==> src/rtl/fsm_alu_param.sv <==
// Go-triggered FSM ALU with WIDTH-bit operands, shift-add multiplier and zero flag.
// Optional chained operation from the previous result is enabled by defining ALU_ACCUM_EN.
module fsm_alu_param #(
   parameter int unsigned WIDTH = 4
) (
   input  logic                 clk,
   input  logic                 reset,
   input  logic                 go,
   input  logic [2:0]           opcode,
   input  logic [WIDTH-1:0]     a,
   input  logic [WIDTH-1:0]     b,
   output logic [2*WIDTH-1:0]   result,
   output logic                 cout,
   output logic                 zero,
   output logic                 led_idle,
   output logic                 led_ready,
   output logic                 led_done
);

   localparam int unsigned RW = 2 * WIDTH;
   localparam int unsigned CW = $clog2(WIDTH);
   localparam int unsigned SW = $clog2(WIDTH) + 1;

   localparam logic [1:0] StIdle  = 2'd0;
   localparam logic [1:0] StReady = 2'd1;
   localparam logic [1:0] StExec  = 2'd2;
   localparam logic [1:0] StDone  = 2'd3;

   localparam logic [2:0] OpAdd = 3'd0;
   localparam logic [2:0] OpSub = 3'd1;
   localparam logic [2:0] OpAnd = 3'd2;
   localparam logic [2:0] OpOr  = 3'd3;
   localparam logic [2:0] OpXor = 3'd4;
   localparam logic [2:0] OpNot = 3'd5;
   localparam logic [2:0] OpMul = 3'd6;
   localparam logic [2:0] OpShl = 3'd7;

   logic [1:0]       state_q, state_d;
   logic [2:0]       op_q, op_d;
   logic [WIDTH-1:0] a_q, a_d, b_q, b_d;
   logic [RW-1:0]    prod_q, prod_d;
   logic [CW-1:0]    cnt_q, cnt_d;
   logic [RW-1:0]    result_q, result_d;
   logic             cout_q, cout_d;
   logic             zero_q, zero_d;

   logic [WIDTH-1:0] a_sel;
   logic [WIDTH:0]   sum, diff, shl_ext;
   logic [SW-1:0]    sh;
   logic [RW-1:0]    alu_res, pp, prod_nxt;
   logic             alu_cout;

`ifdef ALU_ACCUM_EN
   // Chained calculation: from READY the previous low result half replaces port a.
   assign a_sel = (state_q == StReady) ? result_q[WIDTH-1:0] : a;
`else
   assign a_sel = a;
`endif

   assign sum      = {1'b0, a_q} + {1'b0, b_q};
   assign diff     = {1'b0, a_q} - {1'b0, b_q};
   assign sh       = b_q[SW-1:0];
   // Bit WIDTH of the extended shift is the last bit pushed out; zero for sh==0 or sh>WIDTH.
   assign shl_ext  = {1'b0, a_q} << sh;
   assign pp       = b_q[cnt_q] ? ({{WIDTH{1'b0}}, a_q} << cnt_q) : '0;
   assign prod_nxt = prod_q + pp;

   always_comb begin
      alu_res  = '0;
      alu_cout = 1'b0;
      case (op_q)
         OpAdd: begin
            alu_res  = {{(WIDTH-1){1'b0}}, sum};
            alu_cout = sum[WIDTH];
         end
         OpSub: begin
            alu_res  = {{WIDTH{1'b0}}, diff[WIDTH-1:0]};
            alu_cout = diff[WIDTH];
         end
         OpAnd: alu_res = {{WIDTH{1'b0}}, a_q & b_q};
         OpOr:  alu_res = {{WIDTH{1'b0}}, a_q | b_q};
         OpXor: alu_res = {{WIDTH{1'b0}}, a_q ^ b_q};
         OpNot: alu_res = {{WIDTH{1'b0}}, ~a_q};
         OpShl: begin
            alu_res  = {{WIDTH{1'b0}}, shl_ext[WIDTH-1:0]};
            alu_cout = shl_ext[WIDTH];
         end
         default: alu_res = '0;
      endcase
   end

   always_comb begin
      state_d  = state_q;
      op_d     = op_q;
      a_d      = a_q;
      b_d      = b_q;
      prod_d   = prod_q;
      cnt_d    = cnt_q;
      result_d = result_q;
      cout_d   = cout_q;
      zero_d   = zero_q;
      unique case (state_q)
         StIdle, StReady: begin
            if (go) begin
               op_d    = opcode;
               a_d     = a_sel;
               b_d     = b;
               prod_d  = '0;
               cnt_d   = '0;
               state_d = StExec;
            end
         end
         StExec: begin
            if (op_q == OpMul) begin
               prod_d = prod_nxt;
               cnt_d  = cnt_q + 1'b1;
               if (cnt_q == CW'(WIDTH - 1)) begin
                  result_d = prod_nxt;
                  cout_d   = 1'b0;
                  zero_d   = (prod_nxt == '0);
                  state_d  = StDone;
               end
            end else begin
               result_d = alu_res;
               cout_d   = alu_cout;
               zero_d   = (alu_res == '0);
               state_d  = StDone;
            end
         end
         StDone: begin
            if (!go) state_d = StReady;
         end
      endcase
   end

   always_ff @(posedge clk) begin
      if (!reset) begin
         state_q  <= StIdle;
         op_q     <= '0;
         a_q      <= '0;
         b_q      <= '0;
         prod_q   <= '0;
         cnt_q    <= '0;
         result_q <= '0;
         cout_q   <= 1'b0;
         zero_q   <= 1'b1;
      end else begin
         state_q  <= state_d;
         op_q     <= op_d;
         a_q      <= a_d;
         b_q      <= b_d;
         prod_q   <= prod_d;
         cnt_q    <= cnt_d;
         result_q <= result_d;
         cout_q   <= cout_d;
         zero_q   <= zero_d;
      end
   end

   assign result    = result_q;
   assign cout      = cout_q;
   assign zero      = zero_q;
   assign led_idle  = (state_q == StIdle);
   assign led_ready = (state_q == StReady);
   assign led_done  = (state_q == StDone);

endmodule

==> config.mk <==
export PLATFORM = sky130hd
export DESIGN_NAME = fsm_alu_param
export DESIGN_NICKNAME = d
export VERILOG_FILES = /design/src/rtl/fsm_alu_param.sv
export SDC_FILE = /design/constraint.sdc
export NUM_CORES = 1
export LEC_CHECK = 0
export CELL_PAD_IN_SITES_DETAIL_PLACEMENT = 1
export CELL_PAD_IN_SITES_GLOBAL_PLACEMENT = 2
export CORE_MARGIN = 5
export CORE_UTILIZATION = 31
export DETAILED_ROUTE_END_ITERATION = 8
export HOLD_SLACK_MARGIN = 0.05
export PLACE_DENSITY = 0.87
export SLEW_MARGIN = 10
export SYNTH_ARGS = -nofsm -noshare
export SYNTH_HDL_FRONTEND = slang
export SYNTH_SLANG_ARGS = --single-unit
export TNS_END_PERCENT = 5
==> constraint.sdc <==
create_clock -name clk -period 2.7 [get_ports clk]
set_input_delay 0.405 -clock clk [delete_from_list [all_inputs] [get_ports clk]]
set_output_delay 0.405 -clock clk [all_outputs]
set_load 0.02 [all_outputs]
run_1/pinout.png
Scale: 4 px per µm. Pins as bars across the die edge, other pins in grey.
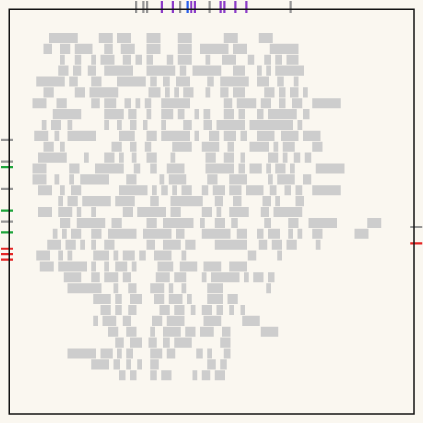
Key: blue = zero [pins 1, direction output, edge top]; red = b [pins 4, direction input, edge 3 left, 1 right]; purple = result [pins 8, direction output, edge top]; green = opcode [pins 3, direction input, edge left]
die width: 100.8 µm
port bufs: 26
die y size: 100.8 µm

run_1/util_map.png
Scale: 4 px per µm. The die is cut into 10 by 10 equal tiles; black is low, pale yellow is high, 0 to 100% covered.
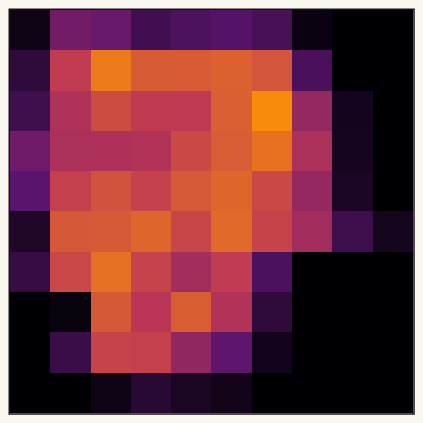
25% of the tiles are nearly empty. The mean over all tiles is 30%. The densest ninth of the die: centre. The fullest tile reaches 75%. The emptiest ninth of the die: lower right.
Final Util: 0.3856
fp_density: 0.3144

==> run summary, run 1 <==
status: complete, no violations
Final Net Count: 392
most frequent cells after synthesis: nand2_1 (48), dfxtp_1 (33), ha_1 (21), o21ai_0 (21), a21boi_0 (19)
Dominant Register Cell: dfxtp_1
Seq group: 0.533 mW
GRT Residual Overflow: 0
Final Cycle Share: 0.9322
Max Clock Freq: 397.3 MHz
antenna-violating nets left: 0
hold crit path type: flop to flop
switching power: 0.3685 mW
fill cell count: 978
Tot Pwr: 1.274 mW
asr flop ratio synth: 0
detailed placement HPWL: 5982 µm
dominant power group: registers
Logic power comb: 0.285 mW
Critical Path Source: a_q[1]
final hold slack: 479.6 ps
critical path class: flop to flop
register share after synthesis: 0.2583
Synth Instances: 317
pwr dens: 406.1 nW/µm²
area of the mapped netlist: 2557 µm²
synth unique cells: 56
Max Transition Viols Final: 0
total CTS buffers: 5
Final Hold Violation Tally: 0
post-route minimum period: 2517 ps
vias per cell: 5.279
final non-filler cell total: 459
maximum clock path buffer count: 2
yosys stat area: 2557 µm²
critical path endpoint category: flop
Critical Path End: zero
vias in the first global route: 2,515
Pleak: 1.259 nW
core box area: 8134 µm²
DP Cell Count: 452
stage-log warning count: 35
run_1/clock_nets.png
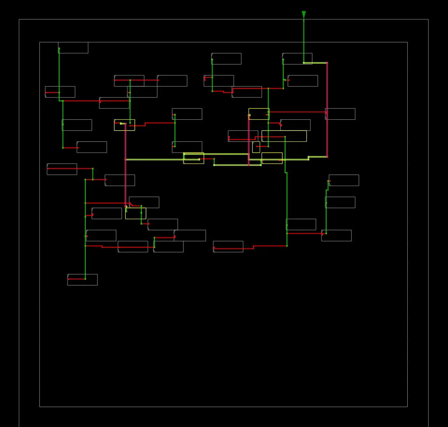
Flops: 33
clk_lat worst skew: 280 ps
P_clk: 0.456 mW

run 1: cells by family (layout without fill, tap and decap cells):
| logic type | Yosys count | count (layout) | synth area share |
|---|---|---|---|
| AND/OR/NAND/NOR | 125 | 125 | 0.2569 |
| AND-OR/OR-AND | 91 | 91 | 0.2383 |
| flip-flops | 33 | 33 | 0.2583 |
| buffers and inverters | 31 | 68 | 0.06066 |
| adder cells (fa/ha/maj) | 24 | 24 | 0.1262 |
| multiplexers | 8 | 8 | 0.04256 |
| XOR/XNOR | 5 | 5 | 0.01712 |
run 1: worst max-delay path, cell delays in order, from the launching register on:
cell,delay (ps)
dfxtp_1,380
inv_1,110
or3_1,370
a21oi_2,170
ha_1,260
a211oi_1,230
nor2_1,100
o31ai_2,230
a21boi_1,300
nor3_1,80
a21o_1,180
run 1: registers in the layout (all words and copies together), names as in the netlist:
name,cells
prod_q,8
result,8
a_q,4
b_q,4
op_q,3
cnt_q,2
state_q,2
cout,1
zero,1
run 1: area by class of cell:
cell class                      count  area, µm²  area share
Multi-Input combinational cell    253       1762      0.5616
Sequential cell                    33      661.9      0.2110
Timing Repair Buffer               49      432.9      0.1380
Tap cell                          105      131.4     0.04188
Clock buffer                        5      68.82     0.02194
Inverter                           12      45.04     0.01436
Clock inverter                      2      35.03     0.01117
run 1: per-layer routing:
layer | global-route usage | wire (µm) | vias up
met4 | 0.04041 | 145 | 0
met2 | 0.2597 | 3565 | 40
li1 | - | - | 1199
met1 | 0.2044 | 3692 | 1171
met3 | 0.02491 | 231 | 13
met5 | 0 | 0 | -
==> run 2: changes to the inputs <==
Settings changed: CAP_MARGIN set to 30.
run_2/layers.png
Scale: 3 px per µm.
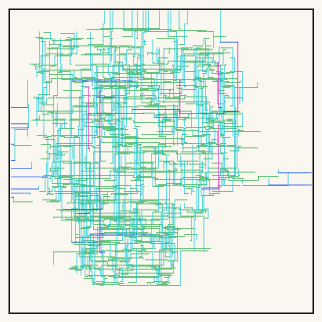
Key: blue = M3 [wire length 232 µm]; magenta = M4 [wire length 146 µm]; green = M1 [wire length 3,690 µm]; cyan = M2 [wire length 3,570 µm]

run_2/util_map.png
Scale: 4 px per µm. The die is cut into 10 by 10 equal tiles; black is low, pale yellow is high, 0 to 100% covered.
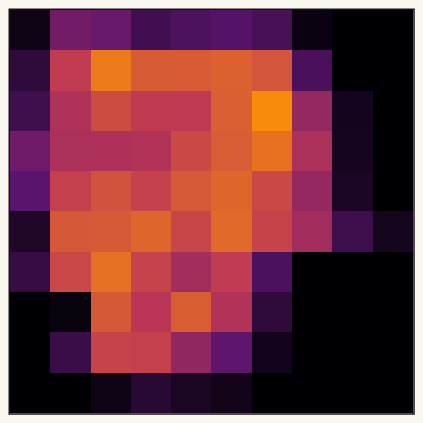
The fullest tile reaches 75%. The emptiest ninth of the die: lower right. The mean over all tiles is 30%. The densest ninth of the die: centre. 25% of the tiles are nearly empty.

==> run 2 against run 1 <==
Compared with the run above: flip-flop count unchanged; die area unchanged; sequential power about the same; design area did not move; largest cell class unchanged; highest routed layer unchanged.
==> run summary, run 2 <==
status: complete, no violations (unchanged)
Final Util: 0.3856 (unchanged)
Final Hold Violation Tally: 0 (unchanged)
Pleak: 1.259 nW (unchanged)
Layout Cell Area excl Fill: 3137 µm² (unchanged)
critical path endpoint category: flop (unchanged)
final hold slack: 479.6 ps (unchanged)
vias per cell: 5.279 (unchanged)
Final Cycle Share: 0.9322 (unchanged)
Final Net Count: 392 (unchanged)
register area: 661.9 µm² (unchanged)
area of the mapped netlist: 2557 µm² (unchanged)
antenna-violating nets left: 0 (unchanged)
asr flop ratio synth: 0 (unchanged)
DP Cell Count: 452 (unchanged)
die width: 100.8 µm (unchanged)
pwr dens: 406.1 nW/µm² (unchanged)
Synth Instances: 317 (unchanged)
yosys stat area: 2557 µm² (unchanged)
stage-log warning count: 35 (unchanged)
Dominant Register Cell: dfxtp_1 (unchanged)
fill cell count: 978 (unchanged)
Max Transition Viols Final: 0 (unchanged)
fp_density: 0.3144 (unchanged)
core box area: 8134 µm² (unchanged)
port bufs: 26 (unchanged)
register share after synthesis: 0.2583 (unchanged)
most frequent cells after synthesis: nand2_1 (48), dfxtp_1 (33), ha_1 (21), o21ai_0 (21), a21boi_0 (19) (unchanged)
vias in the first global route: 2,515 (unchanged)
total CTS buffers: 5 (unchanged)
logic area: 1762 µm² (unchanged)
critical path class: flop to flop (unchanged)
Max Clock Freq: 397.3 MHz (unchanged)
detailed placement HPWL: 5982 µm (unchanged)
die y size: 100.8 µm (unchanged)
final non-filler cell total: 459 (unchanged)
## run 2: cells by family after synthesis
kind of cell,after synthesis,synth area share
AND-OR/OR-AND,91,0.2383
XOR/XNOR,5,0.01712
adder cells (fa/ha/maj),24,0.1262
buffers and inverters,31,0.06066
flip-flops,33,0.2583
multiplexers,8,0.04256
AND/OR/NAND/NOR,125,0.2569
## run 2: timing repair
item,4_1_cts,5_1_grt
endpoints found under the setup margin,0,7
gates resized,0,8
endpoints found under the hold margin,0,0
## run 2: report_power, final
group | leakage, nW | total [mW] | switching, mW | internal [mW]
clock | 0.0540 | 0.456 | 0.188 | 0.268
sequential | 0.270 | 0.533 | 0.0266 | 0.507
combinational | 0.936 | 0.285 | 0.154 | 0.130
## run 2: worst paths after layout
kind | from | to | cells past startpoint
max reg2reg | a_q[1] | zero | 10
min reg2reg | result[7] | result[7] | 2
min | result[7] | result[7] | 2
max | a_q[1] | zero | 10
## run 2: per-layer routing
metal / vias up / part of all wire / GRT usage
li1: 1199 / - / -
met4: 0 / 0.019 / 0.04041
met1: 1171 / 0.48 / 0.2044
met2: 40 / 0.47 / 0.2597
met3: 13 / 0.030 / 0.02491
met5: - / 0 / 0
## run 2: layout make-up
class                           instances  share of cell area
Clock inverter                          2             0.01117
Inverter                               12             0.01436
Timing Repair Buffer                   49              0.1380
Clock buffer                            5             0.02194
Sequential cell                        33              0.2110
Multi-Input combinational cell        253              0.5616
Tap cell                              105             0.04188
## run 2: critical path, cell delays in order (launching register included)
cell	delay (ps)
dfxtp_1	380
inv_1	110
or3_1	370
a21oi_2	170
ha_1	260
a211oi_1	230
nor2_1	100
o31ai_2	230
a21boi_1	300
nor3_1	80
a21o_1	180
==> run 3: changes to the inputs <==
Settings changed: TNS_END_PERCENT 5 to 1.
run_3/clock_nets.png
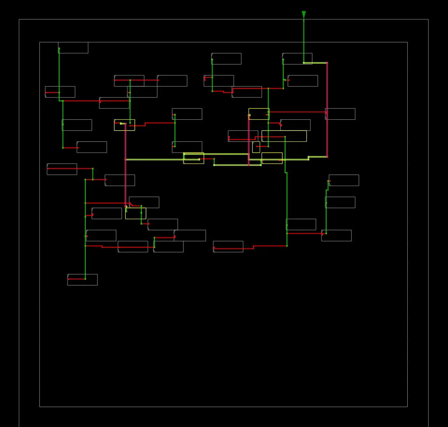
CTS sink count: 33
total CTS buffers: 5

run_3/class_map.png
Scale: 3 px per µm.
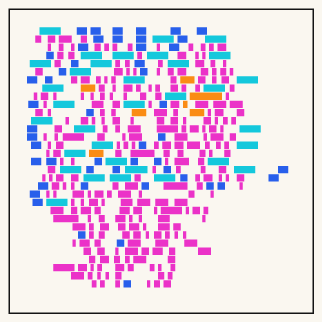
Key: magenta = remaining logic cells [cells 265, share of their area 60%]; orange = clock drivers and dummy loads [cells 7, share of their area 3.5%]; cyan = sequential cells [cells 33, share of their area 22%]; blue = remaining buffers and delay cells [cells 49, share of their area 14%]
Layout Cell Area excl Fill: 3137 µm²
core box area: 8134 µm²
Seq area share: 0.2110
Site Rows: 33

==> run 3 against run 2 <==
Compared with the run above: clock skew unchanged; area after synthesis unchanged; wire length unchanged; combinational power about the same; synthesized cell count unchanged; non-clock buffer count unchanged; register-to-register slack about the same; worst setup slack unchanged; total power unchanged; critical path depth unchanged; critical path type unchanged; highest routed layer unchanged.
==> run summary, run 3 <==
status: complete, no violations (unchanged)
post-route minimum period: 2517 ps (unchanged)
cts repair resizes: 0 (unchanged)
die y size: 100.8 µm (unchanged)
critical path class: flop to flop (unchanged)
maximum clock path buffer count: 2 (unchanged)
clk_lat worst skew: 280 ps (about the same)
stage-log warning count: 35 (unchanged)
fp_density: 0.3144 (unchanged)
Synth Instances: 317 (unchanged)
yosys stat area: 2557 µm² (unchanged)
vias in the first global route: 2,515 (unchanged)
Max Clock Freq: 397.3 MHz (unchanged)
DR WL/cell: 16.63 µm (unchanged)
DP Cell Count: 452 (unchanged)
number of enable flip-flop cells: 0 (unchanged)
Tot Pwr: 1.274 mW (unchanged)
synth warn: 0 (unchanged)
first-iteration detailed-routing DRC count: 79 (unchanged)
Post-Synthesis Net Count: 355 (unchanged)
final non-filler cell total: 459 (unchanged)
vias per cell: 5.279 (unchanged)
synth unique cells: 56 (unchanged)
Dominant Register Cell: dfxtp_1 (unchanged)
area of the mapped netlist: 2557 µm² (unchanged)
pre-CTS setup slack: 48.18 ps (unchanged)
port bufs: 26 (unchanged)
GRT Residual Overflow: 0 (unchanged)
Final Hold Violation Tally: 0 (unchanged)
Final Net Count: 392 (unchanged)
final worst slack: 183.0 ps (unchanged)
detailed placement HPWL: 5982 µm (unchanged)
hold crit path type: flop to flop (unchanged)
Final Cycle Share: 0.9322 (unchanged)
Max Transition Viols Final: 0 (unchanged)
most frequent cells after synthesis: nand2_1 (48), dfxtp_1 (33), ha_1 (21), o21ai_0 (21), a21boi_0 (19) (unchanged)
die width: 100.8 µm (unchanged)
Area growth syn-to-layout: 22.65% (unchanged)
register share after synthesis: 0.2583 (unchanged)
pwr dens: 406.1 nW/µm² (unchanged)
Worst-Margin Slew: 640.6 ps (unchanged)
antenna-violating nets left: 0 (unchanged)
Pleak: 1.259 nW (unchanged)
max-cap violations: 0 (unchanged)
Flops after synth: 33 (unchanged)
asr flop ratio synth: 0 (unchanged)
==> run 3: cell counts after synthesis <==
Identical to the previous run, type by type.
==> run 3: path summary, 6_finish.rpt <==
check,startpoint,cells after the start,to,slack [ps]
setup / recovery,a_q[1],10,zero,180
hold / removal,result[7],2,result[7],480
hold reg to reg,result[7],2,result[7],480
setup reg to reg,a_q[1],10,zero,180
==> run 3: where the power goes <==
part	total, mW	switching [mW]	internal [mW]
registers	0.533	0.0266	0.507
logic	0.285	0.154	0.130
clock network	0.456	0.188	0.268
total	1.27	0.369	0.905
==> run 3: kinds of logic (layout without fill, tap and decap cells) <==
kind of cell	count (synthesis)	in the layout	synth area share
AND/OR/NAND/NOR	125	125	0.2569
AND-OR/OR-AND	91	91	0.2383
flip-flops	33	33	0.2583
buffers and inverters	31	68	0.06066
adder cells (fa/ha/maj)	24	24	0.1262
multiplexers	8	8	0.04256
XOR/XNOR	5	5	0.01712
==> run 3: per-stage QoR <==
step / hold WS [ps] / utilization
after floorplan: 445.3 / -
after global placement: 463.5 / 0.3703
after detailed placement: 475.1 / 0.3703
after CTS: 487.5 / 0.3830
after global routing: 519.0 / 0.3856
final: 479.6 / 0.3856
==> run 3: routing by layer <==
metal,global-route usage,share of wire
met1,0.2044,0.48
met2,0.2597,0.47
met3,0.02491,0.030
met4,0.04041,0.019
met5,0,0
==> run 3: worst max-delay path, cell delays in order, from the launching register on <==
cell	delay, ps
dfxtp_1	380
inv_1	110
or3_1	370
a21oi_2	170
ha_1	260
a211oi_1	230
nor2_1	100
o31ai_2	230
a21boi_1	300
nor3_1	80
a21o_1	180
==> run 3: area by class of cell <==
class	count	area, µm²
clock inverter	2	35.03
sequential	33	661.9
multi-input combinational	253	1762
tap	105	131.4
inverter	12	45.04
fill	978	4997
timing repair buffer	49	432.9
clock buffer	5	68.82
Power and IR drop assume default switching activity.
